--- config.mk ---
export PLATFORM = sky130hd
export DESIGN_NAME = logic_reset_sequencer
export DESIGN_NICKNAME = d
export VERILOG_FILES = /design/src/rtl/logic_reset_sequencer.sv
export SDC_FILE = /design/constraint.sdc
export NUM_CORES = 1
export LEC_CHECK = 0
export ABC_AREA = 1
export CAP_MARGIN = 20
export CELL_PAD_IN_SITES_DETAIL_PLACEMENT = 1
export CELL_PAD_IN_SITES_GLOBAL_PLACEMENT = 1
export CORE_MARGIN = 5
export CORE_UTILIZATION = 28
export CTS_BUF_LIST = sky130_fd_sc_hd__clkbuf_8 sky130_fd_sc_hd__clkbuf_16
export CTS_CLUSTER_SIZE = 30
export DETAILED_ROUTE_END_ITERATION = 12
export PLACE_DENSITY_LB_ADDON = 0.2
export SYNTH_ARGS = -nofsm -noshare
export SYNTH_HDL_FRONTEND = slang
export SYNTH_SLANG_ARGS = --single-unit
export TNS_END_PERCENT = 30
--- constraint.sdc ---
create_clock -name aclk -period 1.8 [get_ports aclk]
set_clock_uncertainty 0.15 [all_clocks]
set_input_delay 0.36 -clock aclk [delete_from_list [all_inputs] [get_ports aclk]]
set_output_delay 0.36 -clock aclk [all_outputs]
set_load 0.02 [all_outputs]
--- src/rtl/logic_reset_sequencer.sv ---
// Reset sequencer: waits for a stable, synchronized PLL lock and then releases
// reset_n bit by bit (bit 0 first), STAGE_DELAY clocks apart. Loss of lock or a
// restart request drops every reset at once and re-runs the full sequence.
module logic_reset_sequencer #(
  parameter int unsigned CLOCK_FREQUENCY_HZ   = 100_000_000,
  parameter int unsigned RESET_OUTPUTS        = 4,
  parameter int unsigned STAGE_DELAY_NS       = 100,
  parameter int unsigned LOCKED_SYNC_STAGES   = 2,
  parameter int unsigned LOCKED_STABLE_CLOCKS = 16
) (
  input  logic                     aclk,
  input  logic                     areset_n,
  input  logic                     locked,
  input  logic                     restart,
  output logic [RESET_OUTPUTS-1:0] reset_n,
  output logic                     ready
);

  // Rounded nanosecond-to-clock conversion in 64 bits; clamped to at least one clock.
  localparam longint unsigned SD_RAW =
    (64'(STAGE_DELAY_NS) * 64'(CLOCK_FREQUENCY_HZ) + 64'd500_000_000) / 64'd1_000_000_000;
  localparam int unsigned STAGE_DELAY = (SD_RAW < 64'd1) ? 1 : 32'(SD_RAW);
  localparam int unsigned MAX_CNT     = (STAGE_DELAY > LOCKED_STABLE_CLOCKS) ?
                                        STAGE_DELAY : LOCKED_STABLE_CLOCKS;
  localparam int unsigned CNT_W       = (MAX_CNT <= 1) ? 1 : $clog2(MAX_CNT);
  localparam int unsigned K_W         = (RESET_OUTPUTS <= 1) ? 1 : $clog2(RESET_OUTPUTS);

  if (CLOCK_FREQUENCY_HZ < 1 || CLOCK_FREQUENCY_HZ > 1_000_000_000) begin : g_drc_freq
    $error("CLOCK_FREQUENCY_HZ out of range 1..1_000_000_000");
  end
  if (RESET_OUTPUTS < 1 || RESET_OUTPUTS > 16) begin : g_drc_outputs
    $error("RESET_OUTPUTS out of range 1..16");
  end
  if (LOCKED_SYNC_STAGES < 2) begin : g_drc_sync
    $error("LOCKED_SYNC_STAGES must be at least 2");
  end
  if (LOCKED_STABLE_CLOCKS < 1) begin : g_drc_stable
    $error("LOCKED_STABLE_CLOCKS must be at least 1");
  end

  typedef enum logic [1:0] {
    WAIT_LOCK,
    RELEASE,
    DONE
  } state_t;

  state_t                   state_q, state_d;
  logic [CNT_W-1:0]         cnt_q, cnt_d;
  logic [K_W-1:0]           k_q, k_d;
  logic [RESET_OUTPUTS-1:0] rst_q, rst_d;
  logic                     ready_q, ready_d;
  logic [LOCKED_SYNC_STAGES-1:0] sync_q;
  logic                     locked_sync;
  logic                     abort;

  // Synchronizer chain for the asynchronous locked input.
  always_ff @(posedge aclk or negedge areset_n) begin
    if (!areset_n) begin
      sync_q <= '0;
    end else begin
      sync_q <= {sync_q[LOCKED_SYNC_STAGES-2:0], locked};
    end
  end

  assign locked_sync = sync_q[LOCKED_SYNC_STAGES-1];
  assign abort       = !locked_sync || restart;

  // State register together with counter, stage index and output flops.
  always_ff @(posedge aclk or negedge areset_n) begin
    if (!areset_n) begin
      state_q <= WAIT_LOCK;
      cnt_q   <= '0;
      k_q     <= '0;
      rst_q   <= '0;
      ready_q <= 1'b0;
    end else begin
      state_q <= state_d;
      cnt_q   <= cnt_d;
      k_q     <= k_d;
      rst_q   <= rst_d;
      ready_q <= ready_d;
    end
  end

  // Next-state logic; the abort override sits last so it wins over any release.
  always_comb begin
    state_d = state_q;
    cnt_d   = cnt_q;
    k_d     = k_q;
    rst_d   = rst_q;
    ready_d = ready_q;
    case (state_q)
      WAIT_LOCK: begin
        if (locked_sync) begin
          if (cnt_q == CNT_W'(LOCKED_STABLE_CLOCKS - 1)) begin
            state_d = RELEASE;
            cnt_d   = '0;
            k_d     = '0;
          end else begin
            cnt_d = cnt_q + CNT_W'(1);
          end
        end else begin
          cnt_d = '0;
        end
      end
      RELEASE: begin
        if (cnt_q == CNT_W'(STAGE_DELAY - 1)) begin
          // Shifting a one in from the bottom keeps reset_n thermometer-coded.
          rst_d = RESET_OUTPUTS'({rst_q, 1'b1});
          cnt_d = '0;
          if (k_q == K_W'(RESET_OUTPUTS - 1)) begin
            state_d = DONE;
            ready_d = 1'b1;
          end else begin
            k_d = k_q + K_W'(1);
          end
        end else begin
          cnt_d = cnt_q + CNT_W'(1);
        end
      end
      DONE: begin
        rst_d   = '1;
        ready_d = 1'b1;
      end
      default: begin
        state_d = WAIT_LOCK;
      end
    endcase
    if (abort) begin
      state_d = WAIT_LOCK;
      cnt_d   = '0;
      k_d     = '0;
      rst_d   = '0;
      ready_d = 1'b0;
    end
  end

  // Outputs come straight from flops.
  always_comb begin
    reset_n = rst_q;
    ready   = ready_q;
  end

endmodule

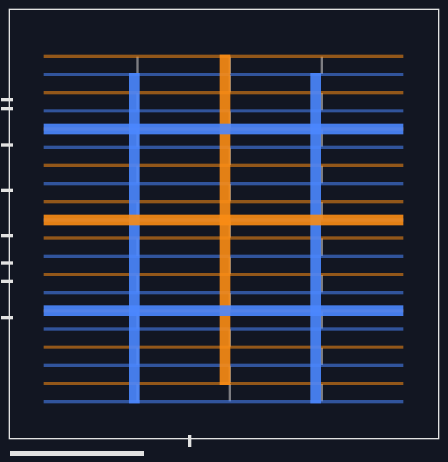
run_1/pdn.png
Scale bar: 20 µm. Pins as bars on the die edge. Tap cells in gray.
legend:
  blue:
    net: VSS
  orange:
    net: VDD
signal pins: 9
met5 straps: 3
rows: 19

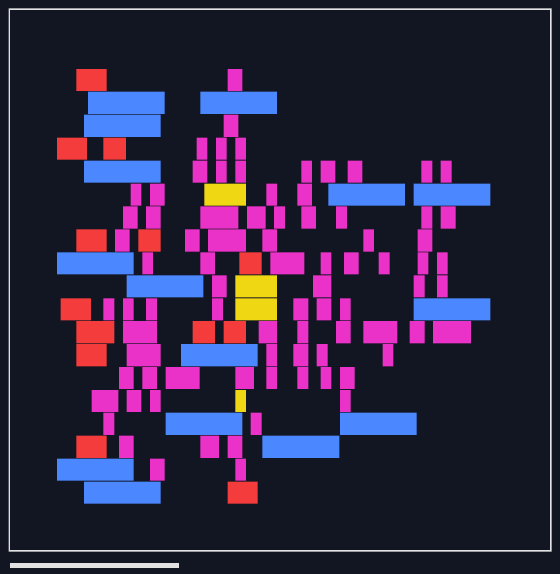
run_1/cell_classes.png
Scale bar: 20 µm.
legend:
  red:
    class: other buffers and delay cells
    cells: 13
    share_of_their_area: 12%
  blue:
    class: flip-flops
    cells: 15
    share_of_their_area: 39%
  yellow:
    class: clock drivers and dummy loads
    cells: 4
    share_of_their_area: 4.7%
  magenta:
    class: all other logic
    cells: 82
    share_of_their_area: 44%
post-route cell area: 1010 µm²
sequential share of cell area: 37.3%
# rows: 19

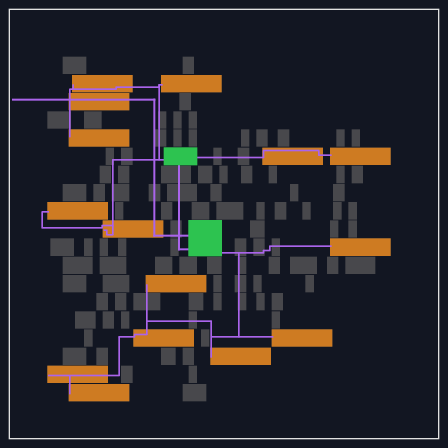
run_1/clock_map.png
legend:
  green:
    item: cells driving clock nets
    count: 3
  orange:
    item: flip-flops
    count: 15
  purple:
    item: clock wires
    length: 255 µm
routed clock nets: 4
Late-Pin Clk Latency: 0.25 ns
clock network fraction of total power: 36.2%

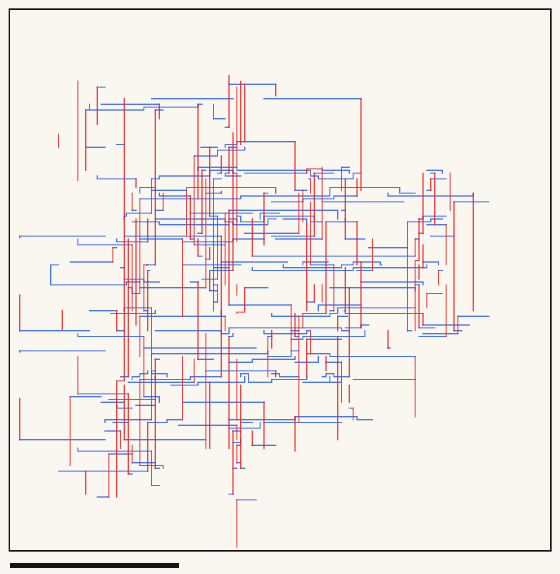
run_1/metal_stack.png
Scale bar: 20 µm. Only two layers are drawn.
legend:
  red:
    layer: met2
    wire_length: 899 µm
  blue:
    layer: met1
    wire_length: 1000 µm

## run 1: routing by layer
| metal | up-vias | GRT usage (%) | share of wire [%] |
|---|---|---|---|
| met4 | 0 | 3.90 | 1.7 |
| met5 | - | 0 | 0 |
| li1 | 349 | - | - |
| met2 | 10 | 17.6 | 45 |
| met3 | 4 | 2.28 | 2.5 |
| met1 | 332 | 13.7 | 51 |
## run 1: registers in the layout, indices dropped and copies added (netlist names)
signal and cells:
k_q 2, sync_q 2, reset_n 4, ready 1
cnt_q 4, state_q 2
## run 1: cell type report
class,instances,area [µm²]
fill,338,1780
sequential,15,375
tap,31,38.8
multi-input combinational,73,393
clock buffer,3,41.3
clock inverter,1,3.75
timing repair buffer,13,120
inverter,9,33.8
==> reports/metrics.cfg, run 1 <==
[clock_tree]
postCtsHoldBufs = 0
cts_tree = built

[layout]
final_cell_count_no_fill = 145
diodes = 0
layout-drive-gt1-share_pct = 17.5

[worst_setup_path]
reg2reg_to = ready$_DFFE_PN0P_
r2r_start = cnt_q[1]$_DFFE_PN0P_
max_stage_delay_ns = 0.62
cp.buffers_inverters = 1
crit_start = reset_n[2]$_DFFE_PN0P_

[global_routing]
grt_pass1_vias = 781

[sta]
max_freq_mhz = 573
fin_crit_ns = 1.75

[routing]
viasPerCell = 4.79
drt_iter0_markers = 15
drt_pass1_iterations = 4

[min_path]
hp-class = reg -> reg

[floorplanning]
fp_util_pct = 29.4
die_y_um = 64.1

[synth]
yosys_warnings = 0
topCombFamilyByArea = simple AND/OR/NAND/NOR gates
ys_ff = 15
synth-main-ff-cell = dfrtp_1
yosysUniqueCellTypes = 18

[power_and_ir_drop]
power_density_nw_per_um2 = 750
seqPwrFrac_pct = 48.7

[placed_design]
place_area_um2 = 958

[status]
outcome = complete, no violations

==> run 2, diff against run 1 <==
==> constraint.sdc (replaced) <==
create_clock -name aclk -period 2.2 [get_ports aclk]
set_clock_uncertainty 0.15 [all_clocks]
set_input_delay 0.44 -clock aclk [delete_from_list [all_inputs] [get_ports aclk]]
set_output_delay 0.44 -clock aclk [all_outputs]
set_load 0.02 [all_outputs]
==> run 2 against run 1 <==
  * Synthesized cell count unchanged
  * Via count down 0.43%
  * Clock power down 19%
  * Critical endpoint is now reset_n[1]
  * Largest cell class unchanged
  * Highest routed layer unchanged
==> reports/metrics.cfg, run 2 <==
[status]
outcome = complete, no violations  ; unchanged

[global_routing]
grt_pass1_vias = 773  ; was 781
gr-usage-met3_pct = 2.28  ; unchanged

[routing]
viasPerCell = 4.87  ; was 4.79
met1_length_um = 940  ; was 1000 µm
wl_met2_um = 997  ; was 898 µm
wl_met3_um = 39  ; was 49 µm
drt_iter0_markers = 7  ; was 15

[floorplanning]
row_count = 19  ; unchanged
die_y_um = 64.1  ; unchanged
fp_util_pct = 29.4  ; unchanged

[sta]
max_freq_mhz = 539

[synth]
ys_ff = 15  ; unchanged
topCombFamilyByArea = simple AND/OR/NAND/NOR gates  ; unchanged
yosys_warnings = 0  ; unchanged

[worst_setup_path]
crit_start = reset_n[1]$_DFFE_PN0P_  ; was reset_n[2]$_DFFE_PN0P_
cp.buffers_inverters = 1  ; unchanged
r2r_start = cnt_q[1]$_DFFE_PN0P_  ; unchanged
reg2reg_to = ready$_DFFE_PN0P_  ; unchanged

[layout]
design_area_um2 = 981  ; was 1010 µm²

[min_path]
hp-class = reg -> reg  ; unchanged

[run 2: cell counts after synthesis]
No cell type changed its count.
[run 2: final cells by class]
type / count / area (µm²) / share of cell area [%]
Clock buffer: 3 / 41.3 / 4.21
Clock inverter: 1 / 3.75 / 0.383
Sequential cell: 15 / 375 / 38.3
Inverter: 9 / 33.8 / 3.44
Timing Repair Buffer: 10 / 95.1 / 9.69
Multi-Input combinational cell: 73 / 393 / 40.1
Tap cell: 31 / 38.8 / 3.95
[run 2: where the power goes]
part,total (mW),internal (mW),switching [mW]
sequential,0.301,0.288,0.0131
clock,0.220,0.123,0.0963
combinational,0.0890,0.0338,0.0553
total,0.609,0.445,0.165
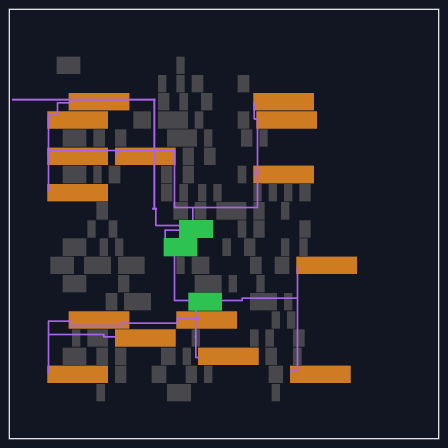
run_2/clock_map.png
clock network fraction of total power: 36.0%
Clock group: 0.220 mW
Late-Pin Clk Latency: 0.24 ns

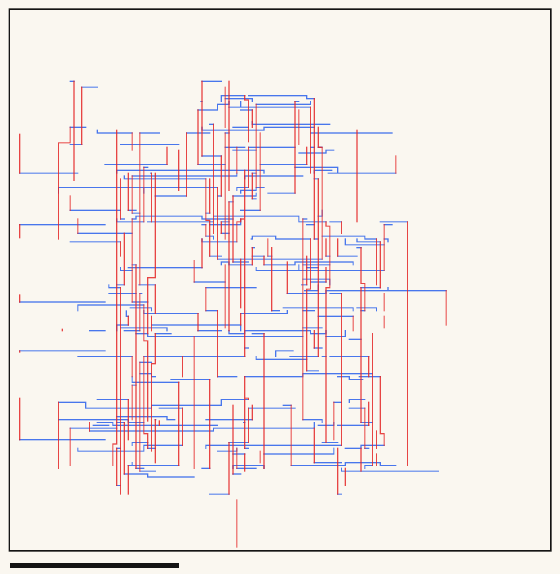
run_2/metal_stack.png
Scale bar: 20 µm. Only two layers are drawn.
legend:
  red:
    layer: met2
    wire_length: 998 µm
  blue:
    layer: met1
    wire_length: 940 µm
drt wl/cell: 14.0 µm
Tot GR Track Use: 10.9%

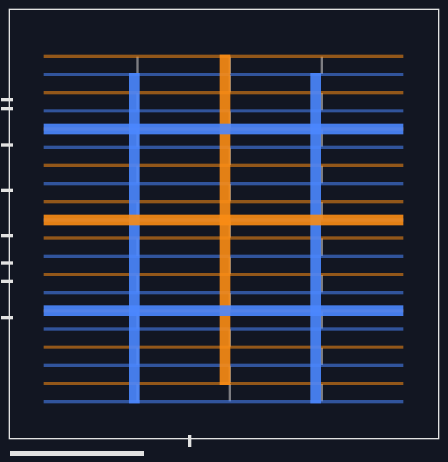
run_2/pdn.png
Scale bar: 20 µm. Pins as bars on the die edge. Tap cells in gray.
legend:
  blue:
    net: VSS
  orange:
    net: VDD
met5 straps: 3
rows: 19
tap cells: 31
signal pins: 9

Power is estimated from default activity; no workload was simulated.
